==> config.mk <==
export PLATFORM = sky130hd
export DESIGN_NAME = program_loader
export DESIGN_NICKNAME = d
export VERILOG_FILES = /design/src/rtl/program_loader_pkg.sv /design/src/rtl/loader_addr_counter.sv /design/src/rtl/program_loader.sv
export SDC_FILE = /design/constraint.sdc
export NUM_CORES = 1
export LEC_CHECK = 0
export ABC_AREA = 1
export CORE_ASPECT_RATIO = 1.2
export CORE_MARGIN = 2
export CORE_UTILIZATION = 50
export CTS_CLUSTER_DIAMETER = 50
export CTS_CLUSTER_SIZE = 24
export DETAILED_ROUTE_END_ITERATION = 10
export PLACE_DENSITY = 0.9
export SLEW_MARGIN = 20
export SYNTH_ARGS = -nofsm -noshare
export SYNTH_HDL_FRONTEND = slang
export SYNTH_SLANG_ARGS = --single-unit
export TNS_END_PERCENT = 10
==> constraint.sdc <==
create_clock -name clk -period 4.2 [get_ports clk]
set_clock_uncertainty 0.05 [all_clocks]
set_input_delay 0.42 -clock clk [delete_from_list [all_inputs] [get_ports clk]]
set_output_delay 0.42 -clock clk [all_outputs]
set_load 0.02 [all_outputs]
==> images/congestion.png <==
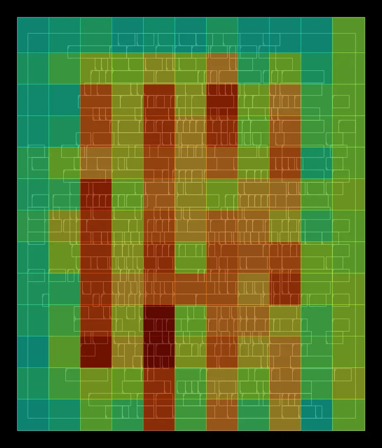
met1 Track Usage GR: 0.277
post-layout utilization of the core: 0.645

==> images/layer_met1.png <==
Supply wires on this layer in grey.
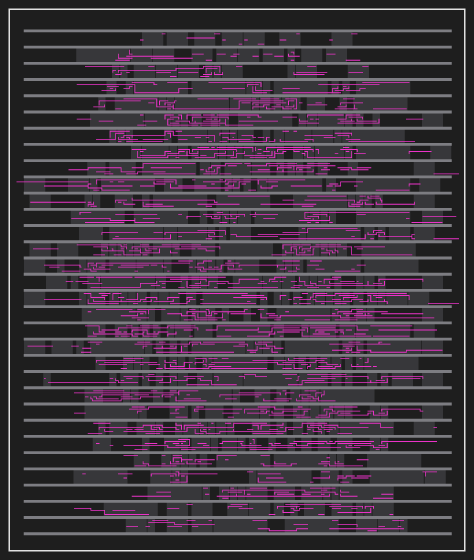
longest straight run: 29.0 µm
nets with wire on the layer: 448
DRT Wirelength: 7440 µm
total vias in the final route: 2,797

==> images/layer_met2.png <==
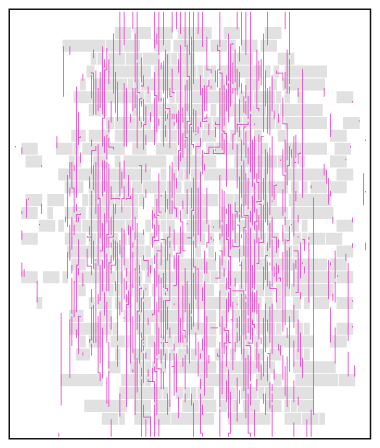
longest straight run: 45.9 µm
nets with wire on the layer: 411
Global Route met2 Usage: 0.406

==> images/flops_by_reg.png <==
Other sequential cells in the stronger grey, the rest of the logic in the fainter grey.
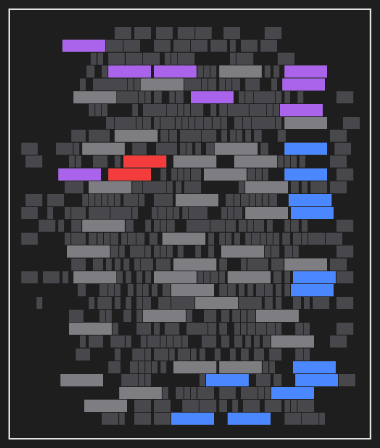
| colour | signal | sequential cells |
|---|---|---|
| blue | `memAddr` | 12 |
| red | `r_state` | 2 |
| purple | `memData` | 8 |
sequential-cell power consumption: 0.968 mW
share of cell area taken by flip-flops and latches: 0.359
Sequential cell area: 1400 µm²

==> ds_physical_params.txt <==
Summary of implementation characteristics

Parameter                              Value

Outcome
  Status .................. finished, final reports clean

Final timing
  Max-slew headroom at the worst pin .................. 0.646
  Tcrit/Tclk final .................. 0.499

Synth
  List of most frequent post-synthesis cells .................. 116 x sky130_fd_sc_hd__nand2_1, 56 x sky130_fd_sc_hd__dfrtp_1, 45 x sky130_fd_sc_hd__inv_1
  Share of the synthesized netlist area taken by xor and xnor gates .................. 0.0281
  Floorplan Nets .................. approximately 440
  Area share of fa/ha/maj cells after synthesis .................. 0.0465
  Post-synthesis instance area .................. 3120 µm²
  Share of the yosys chip area belonging to registers .................. 0.449
  Leading cell type by number of instances after synthesis .................. sky130_fd_sc_hd__nand2_1
  Simple logic cell fraction of the synthesized area .................. 0.245
  Number of distinct standard cells referenced by the synthesized netlist .................. 33
  Top cell area share .................. 0.449
  Number of warnings reported in the yosys synthesis log .................. 0
  Fraction of registers with async set or reset after synthesis .................. 1.00
  Dominant register cell .................. sky130_fd_sc_hd__dfrtp_1
  Post-synthesis sequential element count .................. 56
  Post-synthesis share of cell area spent on and-or and or-and gates .................. 0.140
  Number of cells in Yosys stat .................. slightly below 400
  Cell taking the most area after synthesis .................. sky130_fd_sc_hd__dfrtp_1
  Main area contributors .................. sky130_fd_sc_hd__dfrtp_1 45%, sky130_fd_sc_hd__nand2_1 14%, sky130_fd_sc_hd__o21ai_0 6.1%

Die
  Die Ht .................. just over 90 µm

Global route
  Global-route wire length before repair .................. about 13,000 µm
  Total congestion overflow .................. 0
  Largest net degree at the start of global routing .................. around 44

Final layout
  Fraction of final layout cells sized beyond drive strength 1 .................. 0.0525
  Most numerous logic cell after layout .................. sky130_fd_sc_hd__nand2_1
  Total number of nets in the final design .................. 503

Critical path
  Data arrival, critical path .................. 1.63 ns
  Required time at the worst-slack endpoint .................. ~3.7 ns
  Endpoint kind of the worst setup timing path .................. primary output
  Worst R2R Setup Slack .................. around 2.2 ns

Power and ir drop
  Sw Ratio .................. 0.450
  Part of the total power dissipated in sequential elements .................. 0.355
  Highest ir drop seen on vdd .................. about 320 µV
  Cell-internal power .................. ~1.5 mW

Detailed routing
  DRC violations left .................. 0
  Drt first pass iters .................. 4
  First DRT Iteration DRCs .................. 256
  Antenna violation net count after detailed routing .................. 0
  Detailed-route vias per instance .................. between 5 and 6

Clocking
  Clock tree from TritonCTS .................. built
  CTS Sinks .................. between 50 and 60
  Number of cells upsized or downsized after cts .................. 0
  Insertion delay at the late pin of the worst-skew pair .................. 0.31 ns
  Count of buffers added by post-CTS timing repair for setup .................. 0

Place
  Post-DP HPWL .................. 5310 µm

Job
  Tool Warnings .................. 27
  Number of violations of the max-capacitance limit .................. 0
cell families (layout without fill, tap and decap cells):
kind of cell / after synthesis / count (layout)
flip-flops: 56 / 56
AND-OR/OR-AND: 72 / 72
adder cells (fa/ha/maj): 11 / 11
XOR/XNOR: 10 / 10
buffers and inverters: 62 / 126
AND/OR/NAND/NOR: 182 / 182
final cells by class:
type	count	area (µm²)
repair buffers	69	688
fillers	527	2150
clock inverters	1	7.51
flip-flops and latches	56	1400
inverters	49	184
multi-input cells	275	1430
well taps	82	103
clock buffers	7	86.3
routing by layer:
metal,routed length (µm),share of wire,vias to the layer above,global-route usage
met3,356,0.048,15,0.0400
met1,3130,0.42,1292,0.277
li1,-,-,1398,-
met4,185,0.025,0,0.0864
met2,3770,0.51,92,0.406
met5,0,0,-,0
power by group through the flow:
stage | clock network, mW | registers (mW) | logic, mW
2_1_floorplan | 0 | 1.09 | 0.851
3_3_place_gp | 0 | 0.964 | 1.38
3_5_place_dp | 0 | 0.973 | 1.44
4_1_cts | 0.314 | 0.966 | 1.44
5_1_grt | 0.338 | 1.00 | 1.61
6_report | 0.314 | 0.968 | 1.44
worst max-delay path: stages, from the launching register on:
cell and delay [ns]:
sky130_fd_sc_hd__dfrtp_1 0.45, sky130_fd_sc_hd__nor2_4 0.22, sky130_fd_sc_hd__clkdlybuf4s50_1 0.64
through the flow:
step           cell area [µm²]  power (mW)  worst slack, ns  instances  utilization
6_report                  3900        2.72             2.10        539        0.645
2_1_floorplan             3120        1.94             2.36        393            -
3_3_place_gp              3810        2.34             2.01        531        0.630
5_1_grt                   3900        2.95             1.98        539        0.645
3_5_place_dp              3810        2.41             1.89        531        0.630
4_1_cts                   3900        2.72             2.10        539        0.645
Power and IR drop assume default switching activity.
